==> config.mk <==
export PLATFORM = sky130hd
export DESIGN_NAME = axis_spm_dac_tx_flat
export DESIGN_NICKNAME = d
export VERILOG_FILES = /design/src/rtl/axis_spm_dac_tx_if.sv /design/src/rtl/axis_spm_dac_tx.sv /design/src/flat_wrapper.sv
export SDC_FILE = /design/constraint.sdc
export NUM_CORES = 1
export LEC_CHECK = 0
export CORE_ASPECT_RATIO = 1.1
export CORE_MARGIN = 5
export CORE_UTILIZATION = 58
export CTS_BUF_LIST = sky130_fd_sc_hd__clkbuf_8
export CTS_CLUSTER_DIAMETER = 30
export DETAILED_ROUTE_END_ITERATION = 8
export HOLD_SLACK_MARGIN = 0.08
export PLACE_DENSITY = 0.86
export SETUP_SLACK_MARGIN = 0.2
export SLEW_MARGIN = 10
export SYNTH_ARGS = -nofsm -noshare
export SYNTH_HDL_FRONTEND = slang
export SYNTH_SLANG_ARGS = --single-unit
==> constraint.sdc <==
create_clock -name a_clk -period 3.2 [get_ports a_clk]
set_input_delay 0.48 -clock a_clk [delete_from_list [all_inputs] [get_ports a_clk]]
set_output_delay 0.48 -clock a_clk [all_outputs]
set_load 0.02 [all_outputs]
==> src/rtl/axis_spm_dac_tx_if.sv <==
// Four parallel Q31 AXI-stream control samples (X, Y, Z, Bias) sharing one
// ready strobe; channel k is lane k of tdata/tvalid.
interface axis_spm_dac_tx_if #(
  parameter int SAXIS_TDATA_WIDTH = 32
);
  logic [3:0][SAXIS_TDATA_WIDTH-1:0] tdata;
  logic [3:0]                        tvalid;
  logic                              tready;

  modport master (output tdata, output tvalid, input tready);
  modport slave  (input tdata, input tvalid, output tready);
endinterface

==> src/rtl/axis_spm_dac_tx.sv <==
// Four-channel 24-bit SPI DAC transmitter: samples all streams at once, rounds
// and saturates to DAC codes, shifts them out in lockstep, then pulses LDAC.
module axis_spm_dac_tx #(
  parameter int         SAXIS_TDATA_WIDTH = 32,
  parameter int         DAC_BITS          = 20,
  parameter logic [3:0] CMD               = 4'b0001,
  parameter int         SCLK_HALF         = 2,
  parameter int         LDAC_W            = 4,
  parameter bit         OFFSET_BINARY     = 1'b0
) (
  input  logic                a_clk,
  input  logic                a_resetn,
  axis_spm_dac_tx_if.slave    s_axis,
  input  logic                enable,
  output logic                dac_sclk,
  output logic                dac_cs_n,
  output logic [3:0]          dac_sdi,
  output logic                dac_ldac_n,
  output logic                busy,
  output logic [31:0]         frame_count
);

  localparam logic [2:0] S_IDLE  = 3'd0;
  localparam logic [2:0] S_LOAD  = 3'd1;
  localparam logic [2:0] S_SHIFT = 3'd2;
  localparam logic [2:0] S_HOLD  = 3'd3;
  localparam logic [2:0] S_LDAC  = 3'd4;

  localparam logic [15:0] HALF     = 16'(SCLK_HALF);
  localparam logic [15:0] BIT_END  = 16'(2 * SCLK_HALF - 1);
  localparam logic [15:0] HOLD_END = 16'd1;
  localparam logic [15:0] LDAC_END = 16'(LDAC_W - 1);

  typedef logic [SAXIS_TDATA_WIDTH-1:0] sample_t;

  logic [2:0]        state;
  logic [15:0]       cnt;
  logic [4:0]        bit_idx;
  logic [3:0][23:0]  shreg;
  logic [3:0][23:0]  word;
  sample_t [3:0]     held;
  sample_t [3:0]     sample_next;
  logic              tready_q;

  // Round-half-up to DAC_BITS, clamping the single overflow case at +max.
  function automatic logic [23:0] frame_word(input sample_t s);
    logic [DAC_BITS-1:0] t;
    logic [DAC_BITS-1:0] code;
    logic [DAC_BITS-1:0] max_pos;
    logic                r;
    t       = s[SAXIS_TDATA_WIDTH-1 -: DAC_BITS];
    r       = s[SAXIS_TDATA_WIDTH-1-DAC_BITS];
    max_pos = {1'b0, {(DAC_BITS-1){1'b1}}};
    code    = (t == max_pos && r) ? max_pos : t + DAC_BITS'(r);
    if (OFFSET_BINARY) code[DAC_BITS-1] = ~code[DAC_BITS-1];
    return {CMD, 20'(code) << (20 - DAC_BITS)};
  endfunction

  // NOTE: combinational block assigns every output on every path, so no latch.
  always_comb begin
    for (int ch = 0; ch < 4; ch++) begin
      sample_next[ch] = s_axis.tvalid[ch] ? s_axis.tdata[ch] : held[ch];
      word[ch]        = frame_word(sample_next[ch]);
    end
  end

  assign s_axis.tready = tready_q;

  // NOTE: state uses non-blocking assignments so every register updates from
  // pre-edge values, independent of statement order.
  always_ff @(posedge a_clk or negedge a_resetn) begin
    if (!a_resetn) begin
      state       <= S_IDLE;
      cnt         <= '0;
      bit_idx     <= '0;
      shreg       <= '0;
      held        <= '0;
      tready_q    <= 1'b0;
      dac_sclk    <= 1'b0;
      dac_cs_n    <= 1'b1;
      dac_sdi     <= '0;
      dac_ldac_n  <= 1'b1;
      busy        <= 1'b0;
      frame_count <= '0;
    end else begin
      tready_q <= 1'b0;
      case (state)
        S_IDLE: begin
          if (enable) begin
            state    <= S_LOAD;
            tready_q <= 1'b1;
            busy     <= 1'b1;
          end
        end
        S_LOAD: begin
          for (int ch = 0; ch < 4; ch++) begin
            held[ch]    <= sample_next[ch];
            shreg[ch]   <= word[ch] << 1;
            dac_sdi[ch] <= word[ch][23];
          end
          dac_cs_n <= 1'b0;
          dac_sclk <= 1'b0;
          cnt      <= '0;
          bit_idx  <= 5'd23;
          state    <= S_SHIFT;
        end
        S_SHIFT: begin
          if (cnt == BIT_END) begin
            cnt      <= '0;
            dac_sclk <= 1'b0;
            if (bit_idx == 5'd0) begin
              state    <= S_HOLD;
              dac_cs_n <= 1'b1;
              dac_sdi  <= '0;
            end else begin
              bit_idx <= bit_idx - 5'd1;
              for (int ch = 0; ch < 4; ch++) begin
                dac_sdi[ch] <= shreg[ch][23];
                shreg[ch]   <= shreg[ch] << 1;
              end
            end
          end else begin
            cnt      <= cnt + 16'd1;
            dac_sclk <= (cnt + 16'd1 >= HALF);
          end
        end
        S_HOLD: begin
          if (cnt == HOLD_END) begin
            cnt        <= '0;
            state      <= S_LDAC;
            dac_ldac_n <= 1'b0;
          end else begin
            cnt <= cnt + 16'd1;
          end
        end
        S_LDAC: begin
          if (cnt == LDAC_END) begin
            cnt         <= '0;
            state       <= S_IDLE;
            dac_ldac_n  <= 1'b1;
            busy        <= 1'b0;
            frame_count <= frame_count + 32'd1;
          end else begin
            cnt <= cnt + 16'd1;
          end
        end
        default: state <= S_IDLE;
      endcase
    end
  end

endmodule

==> src/flat_wrapper.sv <==
// flat-port wrapper written by rule: the top's interface ports become plain ports
module axis_spm_dac_tx_flat 
#(
  parameter int         SAXIS_TDATA_WIDTH = 32,
  parameter int         DAC_BITS          = 20,
  parameter logic [3:0] CMD               = 4'b0001,
  parameter int         SCLK_HALF         = 2,
  parameter int         LDAC_W            = 4,
  parameter bit         OFFSET_BINARY     = 1'b0
)
  (a_clk, a_resetn, enable, dac_sclk, dac_cs_n, dac_sdi, dac_ldac_n, busy, frame_count, s_axis_tdata, s_axis_tvalid, s_axis_tready);
  axis_spm_dac_tx_if #(.SAXIS_TDATA_WIDTH(SAXIS_TDATA_WIDTH)) s_axis_i ();
  input  logic a_clk;
  input  logic a_resetn;
  input  logic enable;
  output logic dac_sclk;
  output logic dac_cs_n;
  output logic [3:0] dac_sdi;
  output logic dac_ldac_n;
  output logic busy;
  output logic [31:0] frame_count;
  input wire logic [$bits(s_axis_i.tdata)-1:0] s_axis_tdata;
  input wire logic [$bits(s_axis_i.tvalid)-1:0] s_axis_tvalid;
  output wire logic [$bits(s_axis_i.tready)-1:0] s_axis_tready;
  assign s_axis_i.tdata = s_axis_tdata;
  assign s_axis_i.tvalid = s_axis_tvalid;
  assign s_axis_tready = s_axis_i.tready;
  axis_spm_dac_tx #(.SAXIS_TDATA_WIDTH(SAXIS_TDATA_WIDTH), .DAC_BITS(DAC_BITS), .CMD(CMD), .SCLK_HALF(SCLK_HALF), .LDAC_W(LDAC_W), .OFFSET_BINARY(OFFSET_BINARY)) u_core (.a_clk(a_clk), .a_resetn(a_resetn), .s_axis(s_axis_i), .enable(enable), .dac_sclk(dac_sclk), .dac_cs_n(dac_cs_n), .dac_sdi(dac_sdi), .dac_ldac_n(dac_ldac_n), .busy(busy), .frame_count(frame_count));
endmodule
**Run 1: drive-strength map**

Drawn at 2 px/µm.
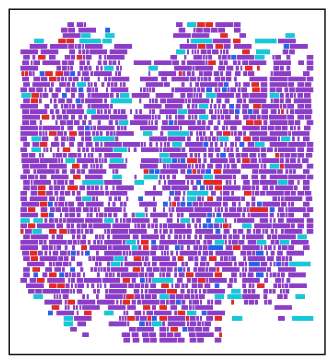
size	colour	cells	share	most used
x2	red	100	6.0%	mux2_2
x6 and larger	cyan	80	4.8%	clkbuf_8
x1 and smaller	purple	1432	85%	dfrtp_1
x3 and x4	blue	63	3.8%	buf_4

**Run 1: gate families picked out**

Drawn at 2 px/µm.
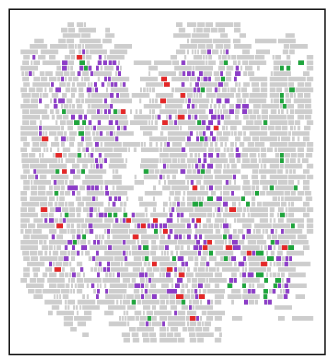
family	colour	cells	most used
aoi and oai cells	purple	285	o21ai_0
and/or cells	green	66	and3_1
non-inverting ao/oa cells	red	35	a21o_1
Comb area share: 43.4%
final instance count without filler cells: 1980
most numerous logic cell after layout: dfrtp_1

**Run 1: metal 3**

Drawn at 3 px/µm.
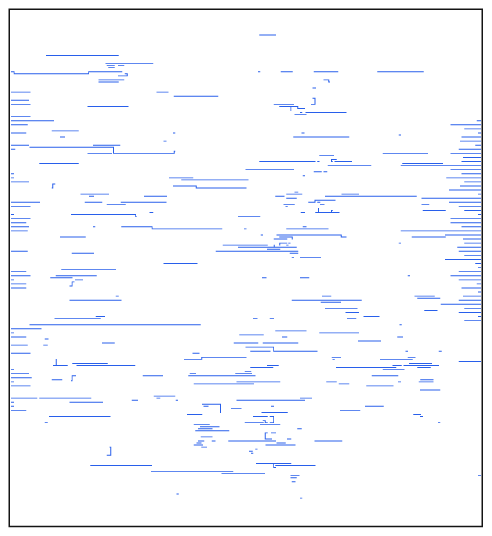
nets with wire on the layer	234
main direction	horizontal
final WL: 35700 µm
met3 Resource Use GR: 4.21%
via count: 12281

==> impl_metrics.json, run 1 <==
{
  "chip_area_um2": 27000,
  "highest_layer": "met4",
  "grt_pass1_wl_um": 59200,
  "p_clk_mw": 4.21,
  "clock_buffers": 62,
  "first_global_vias": 12175,
  "inverters": 13,
  "n_all_buffers": 183,
  "drive_gt1_share_pct": 14.5,
  "finalHoldViolations": 0,
  "ys_sh_xor_pct": 6.78,
  "die_x_um": 157,
  "yosysCellCount": 1481,
  "logic_family": "simple AND/OR/NAND/NOR gates",
  "arrival_ns": 3.16,
  "seq_share_pct": 35.7,
  "logic_area_um2": 7330,
  "drc": 0,
  "synth.top_cell.area_share_pct": 43.3,
  "slowest_delay_ns": 0.53,
  "mux_area_share_pct": 10.0,
  "holdPathEnd": "u_core.held[11]",
  "cts_setup_buffers": 0,
  "nNetsFinal": 1778,
  "combPwrFrac_pct": 34.4,
  "crit_path_start": "u_core.cnt[5]",
  "status": "finished clean",
  "busiest_layer": "met2",
  "seq_area_um2": 6030,
  "antenna_found_initial": 0,
  "cts_max_path_buffers": 3,
  "flop-count": 241,
  "first_iter_violations": 1081,
  "met1_usage_pct": 34.1,
  "yosys-stat-area_um2": 13800,
  "worst-path-buf-inv": 0,
  "use_met2_pct": 45.1,
  "period_used_pct": 84.7,
  "postSynthSeqShare_pct": 43.7,
  "swShare_pct": 36.6,
  "common_cells": "239 x dfrtp_1, 192 x nand2_1, 105 x o21ai_0",
  "nonClkBufAreaFrac_pct": 10.4,
  "worst-path-stages": 6,
  "logic_gate_count": 1137,
  "dp_slack_ns": 0.198,
  "tool_warnings": 72,
  "pin_count": 176,
  "power_switching_mw": 5.22,
  "ir_drop_mv": 0.577,
  "placed_area_um2": 15500,
  "max_cap_viol_count": 0,
  "hold_class": "in2reg",
  "finalMaxSlewViolations": 0,
  "top_area_cell": "dfrtp_1",
  "largestClassByArea": "combinational gates",
  "die_h_um": 172,
  "cts_hold_buffers": 1,
  "ant_nets": 0,
  "power_density_nw_per_um2": 845,
  "dp_hpwl_um": 24000,
  "cts_buffers": 55,
  "wl_met2_um": 17800,
  "syn_area_um2": 13800,
  "dr.pass1.iters": 5,
  "clk_share_pct": 8.02,
  "rsz0062_at_grt": "no",
  "cts_resized": 0,
  "power.share.clock_pct": 29.5,
  "holdCritStartpoint": "s_axis_tvalid[0]",
  "cp-end-kind": "flip-flop",
  "crit_family": "simple AND/OR/NAND/NOR gates",
  "htree_num_levels": 2,
  "synth_flops": 241,
  "clk_pin_slew_ns": 0.06,
  "core_um2": 23500,
  "ys_sh_simple_pct": 20.9,
  "port_buffers": 131,
  "power.group.top": "sequential cells",
  "synthDistinctLibCells": 76,
  "grt_max_degree": 77,
  "ff2ff_path_depth": 6,
  "crit_path_start_kind": "flip-flop",
  "drt-met1-wl_um": 14800,
  "viasPerCell": 6.20,
  "worstPathCellList": "nor4_1 -> and2_1 -> nand3_1 -> a21bo_1 -> and3_1 -> a221o_1",
  "setup-tns-final_ns": 0,
  "synthAoiAreaFrac_pct": 14.2,
  "intPower_mw": 9.06,
  "cts_tree": "yes",
  "p_seq_share_pct": 36.1,
  "fin_area_um2": 16900,
  "track_usage_pct": 26.1,
  "setup_violations": 0,
  "dp_cells": 1878,
  "top_cells_by_area": "dfrtp_1 43%, mux2_2 5.9%, nand2_1 5.2%",
  "ys.flop_type": "dfrtp_1",
  "setup.worst_path.end": "u_core.cnt[15]",
  "wl_per_cell_um": 18.0,
  "area_delta_synth_final_pct": 22.3,
  "p_comb_mw": 4.92,
  "grt.overflow.total": 0,
  "gp_congestion": 0.896,
  "post-route-min-period_ns": 2.71,
  "ys_sh_adder_pct": 1.09,
  "edf_count": 0,
  "slew_headroom_pct": 33.8,
  "regToRegSetupSlack_ns": 0.49,
  "p_total_mw": 14.3,
  "layout_top_cells": "239 x dfrtp_1, 191 x nand2_1, 126 x clkdlybuf4s50_1"
}
**Run 1: routing congestion map**

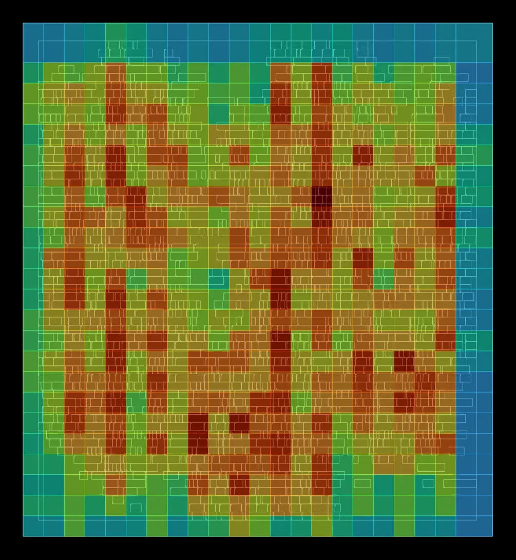

--- run 2 (diff from run 1) ---
- clock period: 3.2 -> 2.7 ns (I/O delays scaled with it)
**Run 2: routing congestion map**

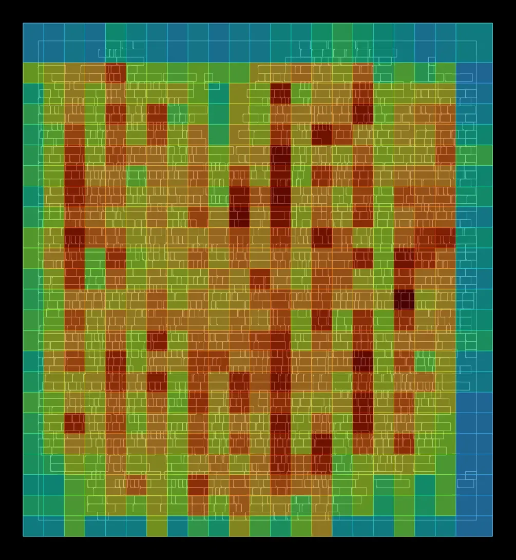
busiest grt layer: met2
met1 Usage GRT: 34.9%

**Run 2: metal 3**

Drawn at 3 px/µm.
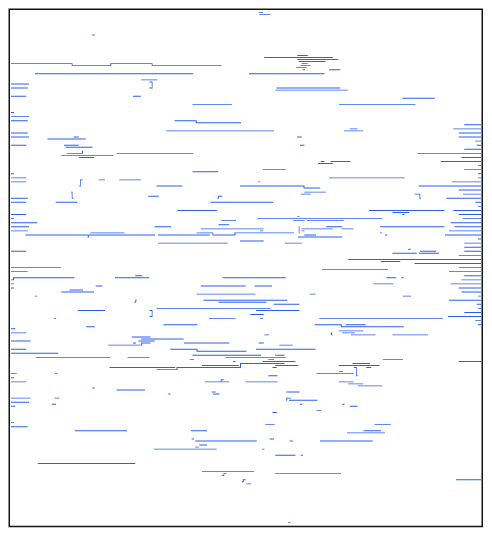
longest straight run	52.4 µm
share of all routed wire	6.8%
nets with wire on the layer	226
wire length on this layer	2540 µm
main direction	horizontal

**Run 2: cell classes on the final placement**

Drawn at 2 px/µm. Fill, decap, tap and diode cells in grey.
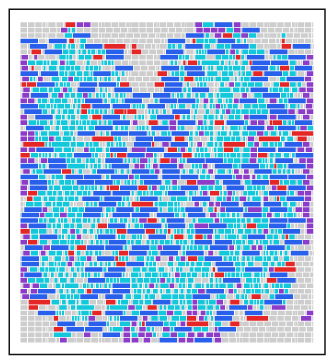
class	colour	cells
clock drivers and dummy loads	red	103
registers	blue	241
remaining logic cells	cyan	1150
remaining buffers and delay cells	purple	222
core area: 23500 µm²
Final Core Density: 74.0%
Seq area share: 34.7%
Design Area, Final: 17400 µm²
num rows: 59

==> run 2 against run 1 <==
Compared with the run above: final cell count grew 2.1%; clock-buffer cell count increased by 1; core utilization is 2.2 points higher; clock power is 19% higher; non-clock buffer count up 39; worst hold slack got worse by 0.098 ns; via count is 1.0% higher; power grew 22%; first-iteration DRC count decreased by 8.0%.
==> impl_metrics.json, run 2 <==
{
  "dp_slack_ns": 0.0235,
  "cp-end-kind": "flip-flop",
  "die_x_um": 157,
  "status": "finished clean",
  "n_all_buffers": 222,
  "ys_sh_xor_pct": 6.78,
  "drt-met1-wl_um": 15300,
  "hold_class": "in2async",
  "p_comb_mw": 6.34,
  "power.share.clock_pct": 28.8,
  "drive_gt1_share_pct": 17.8,
  "crit_path_start": "u_core.cnt[4]",
  "comb_share_pct": 43.2,
  "postSynthSeqShare_pct": 43.7,
  "common_cells": "239 x dfrtp_1, 192 x nand2_1, 105 x o21ai_0",
  "ir_drop_mv": 0.661,
  "wl_per_cell_um": 18.5,
  "combPwrFrac_pct": 36.3,
  "crit_family": "simple AND/OR/NAND/NOR gates",
  "max_cap_viol_count": 0,
  "grt.overflow.total": 0,
  "synthAoiAreaFrac_pct": 14.2,
  "track_usage_pct": 26.9,
  "mostFrequentLayoutCell": "dfrtp_1",
  "worst-path-buf-inv": 1,
  "arrival_ns": 2.85,
  "slew_headroom_pct": 31.7,
  "regToRegSetupSlack_ns": 0.26,
  "synth_flops": 241,
  "grt_pass1_wl_um": 60700,
  "ys_sh_adder_pct": 1.09,
  "dr.pass1.iters": 6,
  "setup-tns-final_ns": 0,
  "power_density_nw_per_um2": 1000,
  "ys.flop_type": "dfrtp_1",
  "logic_family": "simple AND/OR/NAND/NOR gates",
  "inverters": 13,
  "synth.top_cell.area_share_pct": 43.3,
  "tool_warnings": 72,
  "clk_share_pct": 7.82,
  "top_cells_by_area": "dfrtp_1 43%, mux2_2 5.9%, nand2_1 5.2%",
  "p_clk_mw": 5.03,
  "yosysCellCount": 1481,
  "rsz0062_at_grt": "no",
  "use_met3_pct": 4.23,
  "worst-path-stages": 7,
  "yosys-stat-area_um2": 13800,
  "first_iter_violations": 994,
  "mux_area_share_pct": 10.0,
  "routed_wl_um": 37400,
  "viasPerCell": 6.14,
  "num_vias": 12409,
  "ff2ff_path_depth": 7,
  "n_antenna_cell": 0,
  "cts_buffers": 55,
  "syn_area_um2": 13800,
  "clk_pin_slew_ns": 0.06,
  "synthDistinctLibCells": 76,
  "period_used_pct": 90.2,
  "chip_area_um2": 27000,
  "setup_violations": 0,
  "wl_met2_um": 18700,
  "top_area_cell": "dfrtp_1",
  "area_delta_synth_final_pct": 26.0,
  "clock_buffers": 63,
  "setup.worst_path.end": "u_core.cnt[12]",
  "power.group.top": "combinational logic",
  "finalHoldViolations": 0,
  "logic_gate_count": 1137,
  "edf_count": 0,
  "p_seq_share_pct": 34.8,
  "nNetsFinal": 1817,
  "slowest_delay_ns": 0.56,
  "pin_count": 176,
  "use_met2_pct": 46.5,
  "port_buffers": 131,
  "layout_top_cells": "238 x dfrtp_1, 189 x nand2_1, 126 x clkdlybuf4s50_1",
  "highest_layer": "met4",
  "swShare_pct": 36.7,
  "drc": 0,
  "dp_cells": 1912
}
**Run 2: drive-strength map**

Drawn at 2 px/µm.
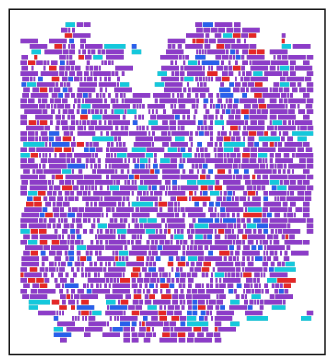

--- run 3 (diff from run 2) ---
- SETUP_SLACK_MARGIN: 0.2 -> 0.3
**Run 3: drive-strength map**

Drawn at 2 px/µm.
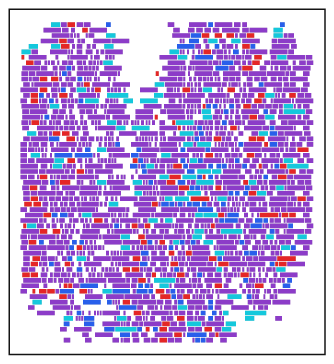
size	colour	cells	share	most used
x1 and smaller	purple	1370	79%	dfrtp_1
x2	red	130	7.5%	mux2_2
x3 and x4	blue	142	8.2%	buf_4
x6 and larger	cyan	98	5.6%	clkbuf_8
setup ws final: 0.179 ns
Design Area, Final: 17900 µm²
synthesis-to-finish area growth: 29.7%
Non-clock buffers: 245

**Run 3: metal 3**

Drawn at 3 px/µm.
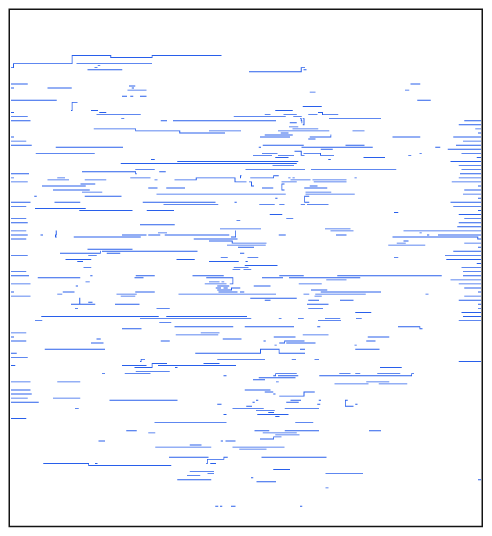
longest straight run	58.4 µm
nets with wire on the layer	279
wire length on this layer	3170 µm
main direction	horizontal
via count: 12974
met3 Resource Use GR: 4.51%
final WL: 40700 µm

**Run 3: routing congestion map**

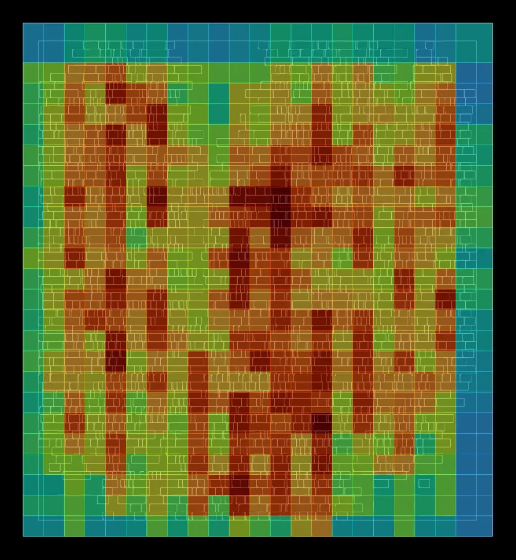
Final Core Density: 76.1%
GRT Overall Usage: 27.3%
met1 Usage GRT: 33.9%
Wirelength per Cell: 19.9 µm
M2 GR Usage: 47.5%

==> run 3 against run 2 <==
Compared with the run above: core utilization up 2.2 points; final cell count up 1.2%; sequential share of layout area down 0.98 points; setup slack worse by 0.086 ns; final area up 2.9%; critical path depth up 1; clock-buffer cell count up 1; routed wire length up 8.8%; worst hold slack better by 0.11 ns; register-to-register slack worse by 0.09 ns; maximum frequency down 3.4%.
==> impl_metrics.json, run 3 <==
{
  "status": "finished clean",
  "cts_max_path_buffers": 3,
  "common_cells": "239 x dfrtp_1, 192 x nand2_1, 105 x o21ai_0",
  "synth.top_cell.area_share_pct": 43.3,
  "p_total_mw": 17.8,
  "crit_family": "simple AND/OR/NAND/NOR gates",
  "largestClassByArea": "combinational gates",
  "cts_resized": 9,
  "ys_sh_adder_pct": 1.09,
  "worst-path-stages": 8,
  "highest_layer": "met4",
  "crit_path_start_kind": "flip-flop",
  "setup-tns-final_ns": 0,
  "cts_buffers": 55,
  "tool_warnings": 74,
  "arrival_ns": 3.00,
  "cp-end-kind": "flip-flop",
  "first_iter_violations": 1175,
  "grt_max_degree": 85,
  "crit_path_start": "u_core.cnt[4]",
  "regToRegSetupSlack_ns": 0.18,
  "dp_hpwl_um": 25200,
  "mostFrequentLayoutCell": "dfrtp_1",
  "cts_tree": "yes",
  "viasPerCell": 6.34,
  "p_clk_mw": 4.76,
  "setup.worst_path.end": "u_core.shreg[13]",
  "power_density_nw_per_um2": 992,
  "core_um2": 23500,
  "port_buffers": 131,
  "htree_num_levels": 2,
  "comb_share_pct": 43.5,
  "post-route-min-period_ns": 2.52,
  "ant_nets": 0,
  "max_cap_viol_count": 0,
  "busiest_layer": "met2",
  "layout_top_cells": "238 x dfrtp_1, 186 x nand2_1, 126 x clkdlybuf4s50_1",
  "ys_sh_xor_pct": 6.78,
  "top_cells_by_area": "dfrtp_1 43%, mux2_2 5.9%, nand2_1 5.2%",
  "antenna_found_initial": 0,
  "cts_hold_buffers": 1,
  "grt_pass1_wl_um": 61700,
  "holdCritStartpoint": "s_axis_tvalid[2]",
  "postSynthSeqShare_pct": 43.7,
  "inverters": 13,
  "holdPathEnd": "u_core.held[75]",
  "power.group.top": "combinational logic",
  "final_cells": 2045,
  "clk_pin_slew_ns": 0.07,
  "ir_drop_mv": 0.626,
  "worst-path-buf-inv": 2,
  "intPower_mw": 11.0,
  "dp_cells": 1910,
  "worstPathCellList": "or4_4 -> nor3_4 -> nand4_1 -> buf_4 -> buf_6 -> a21oi_1 -> a21oi_1 -> a311oi_1",
  "top_area_cell": "dfrtp_1",
  "power.share.clock_pct": 26.8,
  "p_seq_share_pct": 34.5,
  "yosys-stat-area_um2": 13800,
  "drt-met1-wl_um": 15600,
  "finalMaxSlewViolations": 0,
  "synthDistinctLibCells": 76
}
Power is estimated from default activity; no workload was simulated.
